**Run 1: metal 1**

Bar = 20 um. Supply wires on this layer in grey.
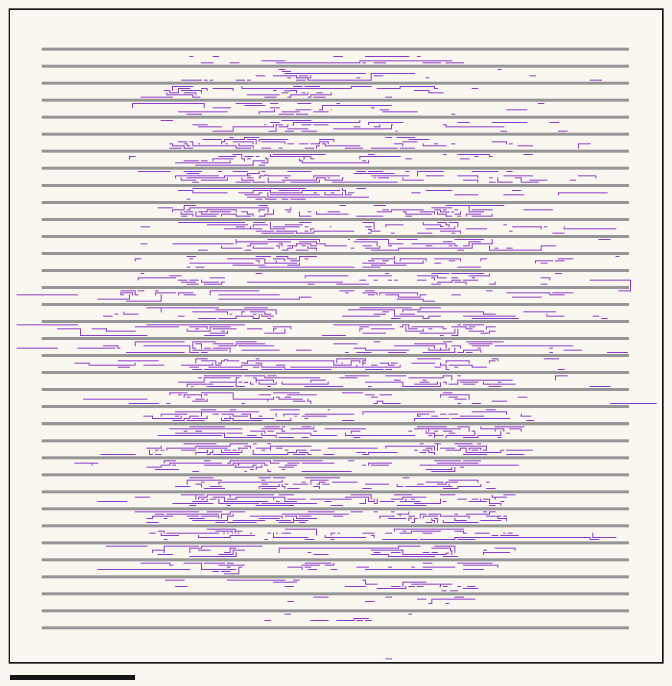
**Run 1: signal wires on met2**

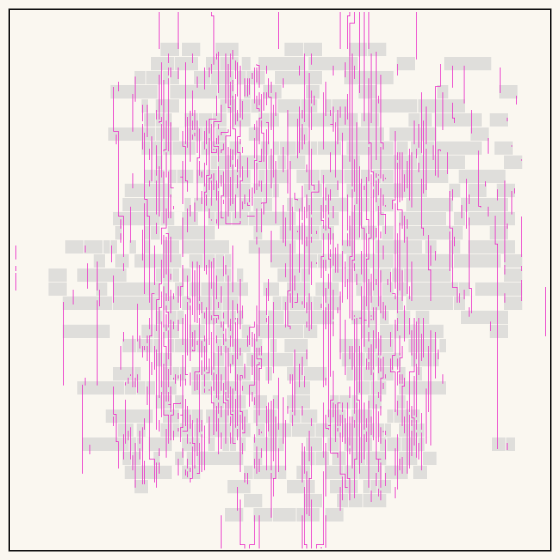
**Run 1: M3 wires**

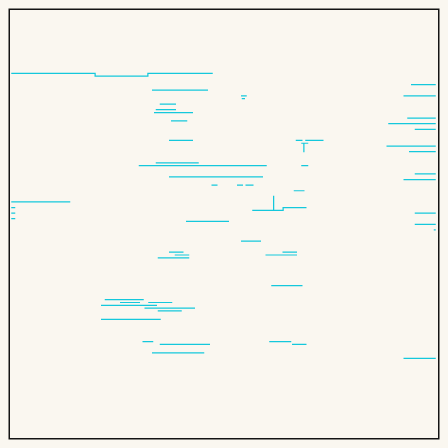
**Run 1: routing congestion**

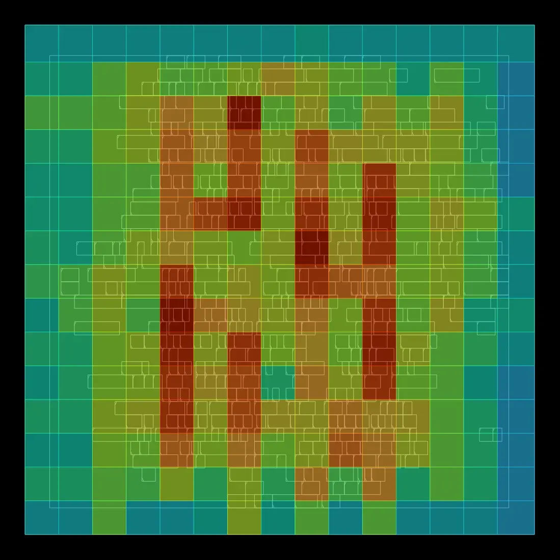
--- config.mk ---
export PLATFORM = sky130hd
export DESIGN_NAME = vga_pattern_gen
export DESIGN_NICKNAME = d
export VERILOG_FILES = /design/src/rtl/vga_pkg.sv /design/src/rtl/vga_box_mover.sv /design/src/rtl/vga_pattern_gen.sv
export SDC_FILE = /design/constraint.sdc
export NUM_CORES = 1
export LEC_CHECK = 0
export ABC_CLOCK_PERIOD_IN_PS = 5000
export CORE_MARGIN = 5
export CORE_UTILIZATION = 44
export CTS_BUF_LIST = sky130_fd_sc_hd__clkbuf_16
export DETAILED_ROUTE_END_ITERATION = 10
export HOLD_SLACK_MARGIN = 0.03
export PLACE_DENSITY = 0.73
export SYNTH_ARGS = -nofsm -noshare
export SYNTH_HDL_FRONTEND = slang
export SYNTH_SLANG_ARGS = --single-unit
--- constraint.sdc ---
create_clock -name clk_i -period 5 [get_ports clk_i]
set_clock_uncertainty 0.2 [all_clocks]
set_input_delay 1 -clock clk_i [delete_from_list [all_inputs] [get_ports clk_i]]
set_output_delay 1 -clock clk_i [all_outputs]
set_load 0.05 [all_outputs]
--- src/rtl/vga_pkg.sv ---
// Shared constants for the VGA test-pattern pixel stage.
package vga_pkg;

    localparam int unsigned COLOR_W_DEF  = 4;
    localparam int unsigned H_ACTIVE_DEF = 640;
    localparam int unsigned V_ACTIVE_DEF = 480;
    localparam int unsigned HPOS_W       = 10;
    localparam int unsigned VPOS_W       = 9;

    localparam logic [1:0] MODE_BARS     = 2'd0;
    localparam logic [1:0] MODE_CHECKER  = 2'd1;
    localparam logic [1:0] MODE_GRADIENT = 2'd2;
    localparam logic [1:0] MODE_BOX      = 2'd3;

endpackage

--- src/rtl/vga_box_mover.sv ---
// Bouncing-box position: steps once per frame-start strobe and reflects
// at the visible-area edges, clamping onto the edge instead of overshooting.
module vga_box_mover
    import vga_pkg::*;
#(
    parameter int unsigned H_ACTIVE = H_ACTIVE_DEF,
    parameter int unsigned V_ACTIVE = V_ACTIVE_DEF,
    parameter int unsigned BOX_SIZE = 32,
    parameter int unsigned STEP     = 2
) (
    input  logic              clk_i,
    input  logic              rst_n_i,
    input  logic              frame_start_i,
    output logic [HPOS_W-1:0] box_x_o,
    output logic [VPOS_W-1:0] box_y_o
);

    localparam int unsigned XMAX = H_ACTIVE - BOX_SIZE;
    localparam int unsigned YMAX = V_ACTIVE - BOX_SIZE;
    localparam int unsigned XW   = HPOS_W + 1;
    localparam int unsigned YW   = VPOS_W + 1;

    logic [HPOS_W-1:0] box_x_q, box_x_d;
    logic [VPOS_W-1:0] box_y_q, box_y_d;
    logic              x_neg_q, x_neg_d;
    logic              y_neg_q, y_neg_d;

    // Compares are one bit wider than the position so pos+STEP cannot wrap.
    always_comb begin
        box_x_d = box_x_q;
        box_y_d = box_y_q;
        x_neg_d = x_neg_q;
        y_neg_d = y_neg_q;
        if (frame_start_i) begin
            if (!x_neg_q) begin
                if (XW'(box_x_q) + XW'(STEP) >= XW'(XMAX)) begin
                    box_x_d = HPOS_W'(XMAX);
                    x_neg_d = 1'b1;
                end else begin
                    box_x_d = box_x_q + HPOS_W'(STEP);
                end
            end else begin
                if (XW'(box_x_q) <= XW'(STEP)) begin
                    box_x_d = '0;
                    x_neg_d = 1'b0;
                end else begin
                    box_x_d = box_x_q - HPOS_W'(STEP);
                end
            end

            if (!y_neg_q) begin
                if (YW'(box_y_q) + YW'(STEP) >= YW'(YMAX)) begin
                    box_y_d = VPOS_W'(YMAX);
                    y_neg_d = 1'b1;
                end else begin
                    box_y_d = box_y_q + VPOS_W'(STEP);
                end
            end else begin
                if (YW'(box_y_q) <= YW'(STEP)) begin
                    box_y_d = '0;
                    y_neg_d = 1'b0;
                end else begin
                    box_y_d = box_y_q - VPOS_W'(STEP);
                end
            end
        end
    end

    always_ff @(posedge clk_i or negedge rst_n_i) begin
        if (!rst_n_i) begin
            box_x_q <= '0;
            box_y_q <= '0;
            x_neg_q <= 1'b0;
            y_neg_q <= 1'b0;
        end else begin
            box_x_q <= box_x_d;
            box_y_q <= box_y_d;
            x_neg_q <= x_neg_d;
            y_neg_q <= y_neg_d;
        end
    end

    assign box_x_o = box_x_q;
    assign box_y_o = box_y_q;

endmodule

--- src/rtl/vga_pattern_gen.sv ---
// Test-pattern pixel stage: four selectable patterns behind a 2-clock
// pipeline that keeps the syncs aligned with the RGB data.
module vga_pattern_gen
    import vga_pkg::*;
#(
    parameter int unsigned COLOR_W  = COLOR_W_DEF,
    parameter int unsigned H_ACTIVE = H_ACTIVE_DEF,
    parameter int unsigned V_ACTIVE = V_ACTIVE_DEF,
    parameter int unsigned BOX_SIZE = 32,
    parameter int unsigned STEP     = 2,
    parameter int unsigned CHK_LOG2 = 5
) (
    input  logic               clk_i,
    input  logic               rst_n_i,
    input  logic               hsync_i,
    input  logic               vsync_i,
    input  logic               display_on_i,
    input  logic [HPOS_W-1:0]  hpos_i,
    input  logic [VPOS_W-1:0]  vpos_i,
    input  logic [1:0]         mode_i,
    output logic               hsync_o,
    output logic               vsync_o,
    output logic [COLOR_W-1:0] red_o,
    output logic [COLOR_W-1:0] green_o,
    output logic [COLOR_W-1:0] blue_o
);

    localparam int unsigned XC_W = HPOS_W + 1;
    localparam int unsigned YC_W = VPOS_W + 1;
    localparam logic [COLOR_W-1:0] FS = '1;

    logic               vsync_prev_q;
    logic               frame_start_c;
    logic [1:0]         mode_q, mode_d;
    logic [HPOS_W-1:0]  box_x;
    logic [VPOS_W-1:0]  box_y;
    logic [2:0]         bar_k_c;
    logic [2:0]         bar_code_c;
    logic [HPOS_W-1:0]  pos_xor_c;
    logic               in_box_c;
    logic [COLOR_W-1:0] red_d, green_d, blue_d;
    logic [COLOR_W-1:0] red_s1_q, green_s1_q, blue_s1_q;
    logic               disp_s1_q, hsync_s1_q, vsync_s1_q;
    logic [COLOR_W-1:0] red_q, green_q, blue_q;
    logic               hsync_q, vsync_q;

    assign frame_start_c = vsync_prev_q & ~vsync_i;
    assign mode_d        = frame_start_c ? mode_i : mode_q;

    vga_box_mover #(
        .H_ACTIVE (H_ACTIVE),
        .V_ACTIVE (V_ACTIVE),
        .BOX_SIZE (BOX_SIZE),
        .STEP     (STEP)
    ) u_box_mover (
        .clk_i         (clk_i),
        .rst_n_i       (rst_n_i),
        .frame_start_i (frame_start_c),
        .box_x_o       (box_x),
        .box_y_o       (box_y)
    );

    // Bar index = number of eighth-width thresholds already passed.
    always_comb begin
        bar_k_c = '0;
        for (int unsigned n = 1; n < 8; n++) begin
            if (hpos_i >= HPOS_W'(n * H_ACTIVE / 8)) begin
                bar_k_c = bar_k_c + 3'd1;
            end
        end
    end

    assign bar_code_c = 3'd7 - bar_k_c;
    assign pos_xor_c  = hpos_i ^ HPOS_W'(vpos_i);
    assign in_box_c   = (hpos_i >= box_x)
                     && (XC_W'(hpos_i) < XC_W'(box_x) + XC_W'(BOX_SIZE))
                     && (vpos_i >= box_y)
                     && (YC_W'(vpos_i) < YC_W'(box_y) + YC_W'(BOX_SIZE));

    always_comb begin
        red_d   = '0;
        green_d = '0;
        blue_d  = '0;
        case (mode_q)
            MODE_BARS: begin
                red_d   = {COLOR_W{bar_code_c[2]}};
                green_d = {COLOR_W{bar_code_c[1]}};
                blue_d  = {COLOR_W{bar_code_c[0]}};
            end
            MODE_CHECKER: begin
                if (hpos_i[CHK_LOG2] ^ vpos_i[CHK_LOG2]) begin
                    red_d   = FS;
                    green_d = FS;
                    blue_d  = FS;
                end
            end
            MODE_GRADIENT: begin
                red_d   = hpos_i[COLOR_W+3:4];
                green_d = vpos_i[COLOR_W+3:4];
                blue_d  = pos_xor_c[COLOR_W+3:4];
            end
            MODE_BOX: begin
                blue_d = FS;
                if (in_box_c) begin
                    red_d   = FS;
                    green_d = FS;
                end
            end
        endcase
    end

    // Frame-start detection and mode latch.
    always_ff @(posedge clk_i or negedge rst_n_i) begin
        if (!rst_n_i) begin
            vsync_prev_q <= 1'b1;
            mode_q       <= MODE_BARS;
        end else begin
            vsync_prev_q <= vsync_i;
            mode_q       <= mode_d;
        end
    end

    // Two-stage pipeline; blanking is applied on the second stage.
    always_ff @(posedge clk_i or negedge rst_n_i) begin
        if (!rst_n_i) begin
            red_s1_q   <= '0;
            green_s1_q <= '0;
            blue_s1_q  <= '0;
            disp_s1_q  <= 1'b0;
            hsync_s1_q <= 1'b1;
            vsync_s1_q <= 1'b1;
            red_q      <= '0;
            green_q    <= '0;
            blue_q     <= '0;
            hsync_q    <= 1'b1;
            vsync_q    <= 1'b1;
        end else begin
            red_s1_q   <= red_d;
            green_s1_q <= green_d;
            blue_s1_q  <= blue_d;
            disp_s1_q  <= display_on_i;
            hsync_s1_q <= hsync_i;
            vsync_s1_q <= vsync_i;
            red_q      <= disp_s1_q ? red_s1_q   : '0;
            green_q    <= disp_s1_q ? green_s1_q : '0;
            blue_q     <= disp_s1_q ? blue_s1_q  : '0;
            hsync_q    <= hsync_s1_q;
            vsync_q    <= vsync_s1_q;
        end
    end

    assign hsync_o = hsync_q;
    assign vsync_o = vsync_q;
    assign red_o   = red_q;
    assign green_o = green_q;
    assign blue_o  = blue_q;

endmodule

==> run notes, run 1 <==
flow finished, numbers: Combinational Power Share=a little over two fifths, Comb area share=a little over half, largest class=combinational gates, Layout Cells excl Fill=about 600, comb pwr=between 700 and 800 uW, status=finished clean, Top FF cell, synth=dfrtp_1, register area=1260 um2, clock group share of total power=21.9%, unrepaired setup endpoints after global routing=false, clock latency on the worst-skew pair=0.29 ns, routed len/inst=roughly 15 um, biggest area cells=dfrtp_1 (29%), ha_1 (13%), o21ai_0 (4.6%), class of the worst hold path=reg2reg, Power Density=392 nW/um2, Total Power=around 1800 uW, max incr delay on CP=between 0.4 and 0.5 ns, Crit path max-delay family=adder cells, Ys Warns=0, Cell Type Count=68, critical path class=in2reg, Placer Congestion=0.949, initial antenna violation count=0, combinational gates=around 350, drt via density=about 6, worst r2r src=u_box_mover.box_y_o[5]$_DFFE_PN0P_, Synth Cell Area=a little under 4000 um2, post-place setup slack=-0.383 ns, post-layout minimum cycle time=between 4 and 5 ns, Syn Area/Cell=around 8.7 um2, Logic inverters=27, FP Util=roughly 45%, Num CTS Buffers=5, Placed Area=about 4400 um2, r2r endpoint=red_s1_q[3]$_DFF_PN0_, n_taps=between 100 and 150, clk sink count=about 50, # clk buffers=5, die height=between 100 and 150 um, number of buffers and inverters on the critical path=4, Setup Fix Bufs, Post-CTS=0, Rel. slew slack=42.1%, post-layout util=between 50% and 60%, Final Hold Viols=0, flop count=50, Final WS setup=around 0.27 ns, Final #Nets=approximately 550, clock-pin slew on the worst setup and hold paths=roughly 0.080 ns, Die X-Extent=104 um, Die Size=between 10000 and 15000 um2, Buffers, non-clock=between 50 and 60, part of the power in registers=approximately a third, final tally of max-slew violations=0, peak supply drop=about 0.22 mV, Fmax=around 210 MHz, Antenna Diode Count=0, CP Launch Point=hpos_i[9], Clk power=approximately 400 uW, Hold-fix buffers, CTS=0, Post-synth top cells=dfrtp_1 (46), ha_1 (41), nand2_1 (41), async set-reset flop share out of synthesis=100%, worst-margin pin slew=0.869 ns, reg-to-reg slack, setup=about 2.0 ns, ys cells=around 450, top-count cell post-synth=dfrtp_1, post-DP HPWL=about 6600 um, CP max FO=4, First-pass DRT Iterations=4, Core Region=around 8700 um2
-- 'metal 1' (at the start) --
The layer holds 43% of the routed length. 504 nets have wire on it. The wires run mostly horizontal. The layer carries 3770 um of wire. The longest straight run is 21.6 um.

-- 'signal wires on met2' (at the start) --
The layer carries 4590 um of wire. The layer holds 52% of the routed length. The wires run mostly vertical.
GR Util met2: 28.4%
drt total wl: 8860 um
vias: 3529

-- 'M3 wires' (at the start) --
The longest straight run is 30.8 um. The layer holds 4.9% of the routed length.
GR met3 Demand/Resource: 3.23%

-- 'routing congestion' (at the start) --
Total GRT Usage: 16.2%
met1 usage: 20.4%

## run 1: layer usage
layer | share of wire (%) | up-vias | GRT usage [%]
li1 | - | 1726 | -
met1 | 43 | 1697 | 20.4
met2 | 52 | 100 | 28.4
met3 | 4.9 | 6 | 3.23
met4 | 0.79 | 0 | 4.26
met5 | 0 | - | 0
## run 1: cells by family after synthesis
logic type	share of synthesized area [%]
muxes	0.513
xor gates and xnor gates	5.16
and+or+nand+nor	19.8
adders and majority gates	13.4
buffers and inverters	6.35
DFF	32.2
AOI/OAI and AO/OA	22.6
## run 1: cells in the final DEF (no fill, tap or decap), drive strengths merged, types with 4 or more instances in the layout
master / count
nand2: 41
nor2: 24
nor4: 6
a31oi: 6
nand4: 12
nor2b: 5
clkbuf: 5
inv: 28
and2: 13
ha: 41
o22ai: 4
or3: 5
o21a: 5
a21boi: 4
dfstp: 4
a41oi: 4
nand2b: 4
nor3: 17
clkdlybuf4s50: 34
a21oi: 18
o21ai: 36
buf: 20
a21o: 5
a211o: 7
nand3: 16
xnor2: 18
dfrtp: 46
## run 1: worst min path at each step
stage	to	startpoint	cells past startpoint	slack [ns]
3_3_place_gp	hsync_o$_DFF_PN1_	hsync_s1_q$_DFF_PN1_	0	0.15
6_report	hsync_o$_DFF_PN1_	hsync_s1_q$_DFF_PN1_	0	0.16
3_5_place_dp	hsync_o$_DFF_PN1_	hsync_s1_q$_DFF_PN1_	0	0.15
4_1_cts	hsync_o$_DFF_PN1_	hsync_s1_q$_DFF_PN1_	0	0.16
2_1_floorplan	hsync_o$_DFF_PN1_	hsync_s1_q$_DFF_PN1_	0	0.15
5_1_grt	hsync_o$_DFF_PN1_	hsync_s1_q$_DFF_PN1_	0	0.16
==> run 2, diff against run 1 <==
Settings changed: ABC_CLOCK_PERIOD_IN_PS 5000 to 3830, PLACE_DENSITY 0.73 to not set, PLACE_DENSITY_LB_ADDON set to 0.2.
Clock period 5 ns to 3.83 ns, I/O delays scaled along.
**Run 2: M3 wires**

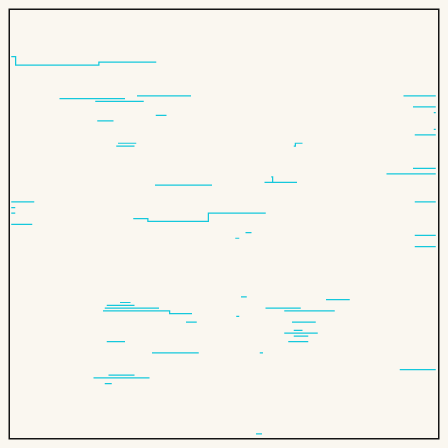
The wires run mostly horizontal. The longest straight run is 20.2 um. The layer holds 4.1% of the routed length. The layer carries 357 um of wire.
GR met3 Demand/Resource: 2.67%
vias: 3439
drt total wl: 8720 um

==> run notes, run 2 <==
flow finished, numbers: first-pass GRT wire length=15500 um, largest net degree at the start of global routing=35, CP max stage cell=or3_4, CP endpoint kind=flip-flop, Int Pwr=between 1000 and 1500 uW, clk sink count=50 (unchanged), Syn Area/Cell=8.67 um2 (unchanged), tool warnings=about 40, Clock Path Buffers=2, final setup TNS=-0.479 ns, Antenna Diode Count=0 (unchanged), vias in the first global route=about 3400, CTS tree=done, Max Cap Viol=0, Layout Cells excl Fill=599 (+0.50%), unrepaired setup endpoints after global routing=true, worst r2r src=u_box_mover.box_y_o[5]$_DFFE_PN0P_, Root Buffer=clkbuf_16, top comb family, area=AND-OR/OR-AND gates, number of enable flip-flop cells=0, Num CTS Buffers=5 (unchanged), cell accounting for the most synthesized area=dfrtp_1, First-pass DRT Iterations=5 (+1), Hold-fix buffers, CTS=0 (unchanged), class of the worst hold path=reg2reg, Synth Cell Area=3900 um2 (unchanged), Final Instance Area=~4600 um2, Top FF cell, synth=dfrtp_1, most numerous logic cell after layout=dfrtp_1, top-count cell post-synth=dfrtp_1, NetSw=933 uW, CP Launch Point=hpos_i[4], Placed Area=4420 um2 (+0.86%), part of the power in registers=35.2% (+0.8 points), FP Util=45.0% (unchanged), initial antenna violation count=0 (unchanged), Critical Path RT=slightly below 4 ns, Post-synth top cells=dfrtp_1 (46), ha_1 (41), nand2_1 (41), I/O pin count=about 40, Combinational Power Share=45.1% (+1.4 points), Registers, synthesis=50, clock latency on the worst-skew pair=0.29 ns (about the same), Synth top area share=~30%, critical path class=in2reg, drt via density=5.74 (-3.0%), Core Region=8680 um2 (unchanged), # DRC=0, critical-path cell list=buf_6, o21ai_2, nand3b_1, ha_4, a21boi_4, nor2_1, ha_1, mux2i_2, inv_1, ha_4, nor2_2, a211o_2, nand2_2, o21ai_2, ha_2, inv_2, nor2_2, xnor3_4, or3_4, nand4_1, Placer Congestion=0.857 (-9.7%), number of buffers and inverters on the critical path=3 (-1), ANT nets after route=0, Total GRT Usage=16.5% (+0.22 points), clock group share of total power=19.7% (-2.2 points), ys cells=450 (unchanged), Adders+Majority by Area=13.4% (unchanged), port bufs=37, Cell Type Count=68 (unchanged), failing checks=negative setup slack, initial DRC count=about 130, grt total ovfl=0, Ys Warns=0 (unchanged), AO/OA Area Share=22.6% (unchanged), Final period util=103%, clock-pin slew on the worst setup and hold paths=0.07 ns (about the same), Final WS setup=-0.122 ns (-0.392 ns), site row count=34, final setup fails=4, biggest area cells=dfrtp_1 (29%), ha_1 (13%), o21ai_0 (4.6%), logic area=approximately 2500 um2, area grow syn2layout=19.1%, CP Data Arrival Time=~4.0 ns, startpoint types=input port, routed len/inst=14.6 um (-2.1%), Rel. slew slack=48.6% (+6.5 points), status=complete, but fails checks, Top Layout Cells=dfrtp_1 (46), nand2_1 (39), ha_1 (38), die height=104 um (unchanged), fraction of layout cells with a size suffix above 1=13.2%, CP max FO=4 (unchanged), Die X-Extent=104 um (unchanged), sequential fraction of the synthesis area=between 30 and 40%, Crit path max-delay family=adder cells, Simple-Gate Area Share=19.8% (unchanged), worst-margin pin slew=0.763 ns (-0.106 ns), Sw Share=between 40% and 50%, Die Size=10900 um2 (unchanged), Final #Nets=557 (+0.54%), Fmax=approximately 250 MHz, Gate Count Post-Synth=450, layout filler cell count=between 700 and 800, Power Density=493 nW/um2 (+26%), placed cells=slightly below 600, H-tree depth=2, max incr delay on CP=0.36 ns (-0.07 ns), Synth Area in XOR/XNOR=5.16% (unchanged), post-layout minimum cycle time=3.95 ns, Syn Nets=~520, async set-reset flop share out of synthesis=100% (unchanged), peak supply drop=0.222 mV (+2.2%), final tally of max-slew violations=0 (unchanged), post-DP HPWL=6680 um (+1.8%), Final Hold Viols=0 (unchanged), yosys stat area=3900 um2, register area=1260 um2 (unchanged), post-synthesis mux area share=0.513% (unchanged), max reg flops=9, P_leak=roughly 0.002 uW, hold_sp=hsync_s1_q$_DFF_PN1_
[run 2: cell type report]
cell class / count / area share, %
timing repair buffer: 59 / 11.4
tap: 108 / 2.91
clock inverter: 3 / 0.539
multi-input combinational: 347 / 53.3
clock buffer: 5 / 2.69
inverter: 27 / 2.18
sequential: 50 / 27.0
[run 2: what timing repair did]
action / CTS / global route
pin swaps: 11 / 13
endpoints found under the setup margin: 8 / 8
gates resized: 35 / 8
setup buffers: 2 / 2
[run 2: through the flow]
stage / worst slack, ns / power (uW) / util [%] / hold slack, ns
final: -0.122 / 2290 / 53.5 / 0.159
after global routing: -0.310 / 2500 / 53.5 / 0.163
after CTS: -0.221 / 2300 / 52.9 / 0.161
after detailed placement: -0.830 / 1830 / 51.0 / 0.151
after global placement: -0.732 / 1800 / 51.0 / 0.146
after floorplan: -0.354 / 1560 / - / 0.145
[run 2: power by group through the flow]
stage	sequential [uW]	combinational (uW)	clock, uW
6_report	808	1030	451
3_5_place_dp	817	1010	0
3_3_place_gp	813	987	0
5_1_grt	833	1180	485
4_1_cts	807	1030	464
2_1_floorplan	815	742	0
[run 2: worst paths after layout]
check                                           to  slack (ns)  depth (start not counted)
setup / recovery             red_s1_q[2]$_DFF_PN0_       -0.12                         20
hold / removal                   hsync_o$_DFF_PN1_        0.16                          0
setup reg to reg           green_s1_q[3]$_DFF_PN0_        0.77                         10
hold reg to reg                  hsync_o$_DFF_PN1_        0.16                          0
max in group asynchronous        vsync_o$_DFF_PN1_        2.31                          2
min in group asynchronous       red_o[1]$_DFF_PN0_        0.33                          1
[run 2: metal layers]
metal	track usage, %	share of wire (%)
met5	0	0
met2	28.0	50
met3	2.67	4.1
met4	4.81	1.2
met1	21.5	45
==> run 3, diff against run 2 <==
==> constraint.sdc (replaced) <==
create_clock -name clk_i -period 3.83 [get_ports clk_i]
set_clock_uncertainty 0.2 [all_clocks]
set_input_delay 0.9575 -clock clk_i [delete_from_list [all_inputs] [get_ports clk_i]]
set_output_delay 0.9575 -clock clk_i [all_outputs]
set_load 0.05 [all_outputs]
**Run 3: metal 1**

Bar = 20 um. Supply wires on this layer in grey.
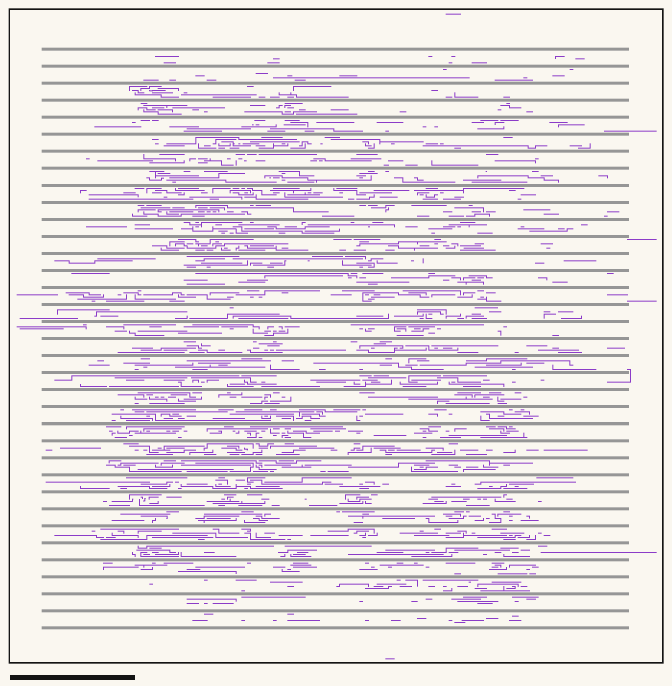
The layer holds 46% of the routed length. The layer carries 4180 um of wire. 516 nets have wire on it.

==> run notes, run 3 <==
flow finished, numbers: yosys stat area=3900 um2 (unchanged), grt total ovfl=0 (unchanged), port bufs=37 (unchanged), clk sink count=50 (unchanged), Met1 Wirelength=4180 um (+6.3%), sequential fraction of the synthesis area=32.2% (unchanged), H-tree depth=2 (unchanged), final setup fails=8 (+4), failing checks=negative setup slack, non-clk buf share=12.5% (+1.1 points), register area=1260 um2 (unchanged), die height=104 um (unchanged), # DRC=0 (unchanged), clock network area share=3.28% (+0.051 points), Max Cap Viol=0 (unchanged), post-DP HPWL=6780 um (+1.5%), layout filler cell count=824 (+3.1%), flop count=50 (unchanged), Die Size=10900 um2 (unchanged), combinational gates=347 (unchanged), Power Density=496 nW/um2 (+0.41%), Total Power=2320 uW (+1.3%), startpoint types=input port, status=complete, but fails checks, largest net degree at the start of global routing=34 (-2.9%), top-count cell post-synth=dfrtp_1, Clock Path Buffers=2 (unchanged), post-layout util=54.0% (+0.49 points), Ys Warns=0 (unchanged), vias in the first global route=3472 (+1.6%), Final Instance Area=4690 um2 (+0.92%), initial antenna violation count=0 (unchanged), # clk buffers=5 (unchanged), CP Data Arrival Time=4.26 ns (+0.29 ns), area grow syn2layout=20.2%, number of enable flip-flop cells=0 (unchanged), fraction of layout cells with a size suffix above 1=13.6% (+0.39 points), most numerous logic cell after layout=dfrtp_1, Comb area share=52.4% (-0.86 points), logic area=2460 um2 (-0.71%), async set-reset flop share out of synthesis=100% (unchanged), final tally of max-slew violations=0 (unchanged), Syn Nets=517 (unchanged), FP Util=45.0% (unchanged), critical-path cell list=buf_6, nor2_4, nand3b_1, ha_4, a21boi_4, nor2_1, ha_1, mux2i_1, inv_1, ha_4, nor2_2, a211o_2, nand2_1, o21ai_1, ha_2, inv_2, nor2_1, xnor3_4, or3_4, nand4_1, Final Hold Viols=0 (unchanged), drt total wl=9120 um (+4.6%), Rel. slew slack=47.3% (-1.3 points), I/O pin count=40 (unchanged), routed wl met2=4520 um (+4.4%), class of the worst hold path=reg2reg, Final WS setup=-0.405 ns (-0.284 ns), P_leak=0.00205 uW (+1.9%), Final period util=111% (+7.4 points), CP max FO=4 (unchanged), ANT nets after route=0 (unchanged), Layout Cells excl Fill=607 (+1.3%), critical path class=in2reg, Total GRT Usage=17.0% (+0.52 points), clock-pin slew on the worst setup and hold paths=0.07 ns (about the same), site row count=34 (unchanged), CTS tree=done, clock latency on the worst-skew pair=0.29 ns (about the same), metal3 WL=316 um (-11%), cell accounting for the most synthesized area=dfrtp_1, first-pass GRT wire length=16000 um (+3.3%), post-layout minimum cycle time=4.24 ns (+0.284 ns), routed len/inst=15.0 um (+3.2%), Top Layout Cells=dfrtp_1 (46), nand2_1 (40), ha_1 (38), tool warnings=40 (unchanged), Post-synth top cells=dfrtp_1 (46), ha_1 (41), nand2_1 (41), Final #Nets=565 (+1.4%), Gate Count Post-Synth=450 (unchanged), initial DRC count=134 (+6.3%), peak supply drop=0.240 mV (+8.1%)
## run 3: timing repair
action,CTS,global route
buffers inserted,5,2
gates resized,34,2
pin swaps,11,6
setup endpoints to repair,8,8
hold buffers,0,0
## run 3: metal layers
layer / track usage [%] / up-vias
met4: 4.35 / 0
met1: 22.0 / 1689
met5: 0 / -
met2: 29.7 / 88
met3: 2.30 / 12
li1: - / 1747
## run 3: kinds of logic (layout without fill, tap and decap cells)
logic type	Yosys count	after routing	synth area share, %
adder cells (fa/ha/maj)	42	42	13.4
XOR/XNOR	21	21	5.16
buffers and inverters	53	102	6.35
AND-OR/OR-AND	129	129	22.6
flip-flops	50	50	32.2
multiplexers	2	2	0.513
AND/OR/NAND/NOR	153	153	19.8
## run 3: worst max-delay path, delay by kind of cell
family / cells / cell delay, ns
xor gates and xnor gates: 1 / 0.33
adders and majority gates: 4 / 1.06
AOI/OAI and AO/OA: 3 / 0.53
muxes: 1 / 0.18
buffers and inverters: 3 / 0.25
and+or+nand+nor: 8 / 0.94
## run 3: worst paths after layout
check	start	to	slack (ns)	cells after the start
max	hpos_i[9]	red_s1_q[1]$_DFF_PN0_	-0.41	20
min	hsync_s1_q$_DFF_PN1_	hsync_o$_DFF_PN1_	0.16	0
max reg2reg	u_box_mover.box_y_o[5]$_DFFE_PN0P_	green_s1_q[3]$_DFF_PN0_	0.71	10
min reg2reg	hsync_s1_q$_DFF_PN1_	hsync_o$_DFF_PN1_	0.16	0
max in group asynchronous	rst_n_i	hsync_s1_q$_DFF_PN1_	2.13	2
min in group asynchronous	rst_n_i	red_s1_q[1]$_DFF_PN0_	0.53	1
## run 3: where the power goes
part / total [uW] / switching [uW] / internal (uW)
Clock: 468 / 219 / 250
Combinational: 1040 / 579 / 463
Sequential: 814 / 161 / 652

==> notes/layouts.md <==
Pictures saved along the way, in no particular order.

Cells coloured by class.
panel A
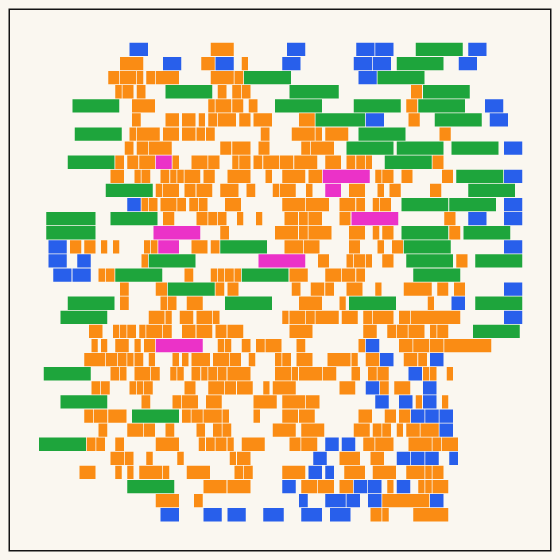
panel B
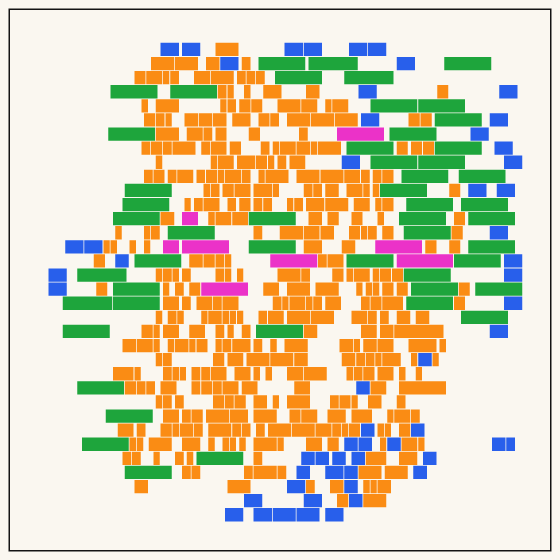
Panel A comes from run 3.
Panel B comes from run 1.

Key to panel B:
Key: all other logic = orange [cells 374]; other buffers and delay cells = blue [cells 56]; flip-flops = green [cells 50]; clock drivers and dummy loads = magenta [cells 8]

Power and IR drop assume default switching activity.
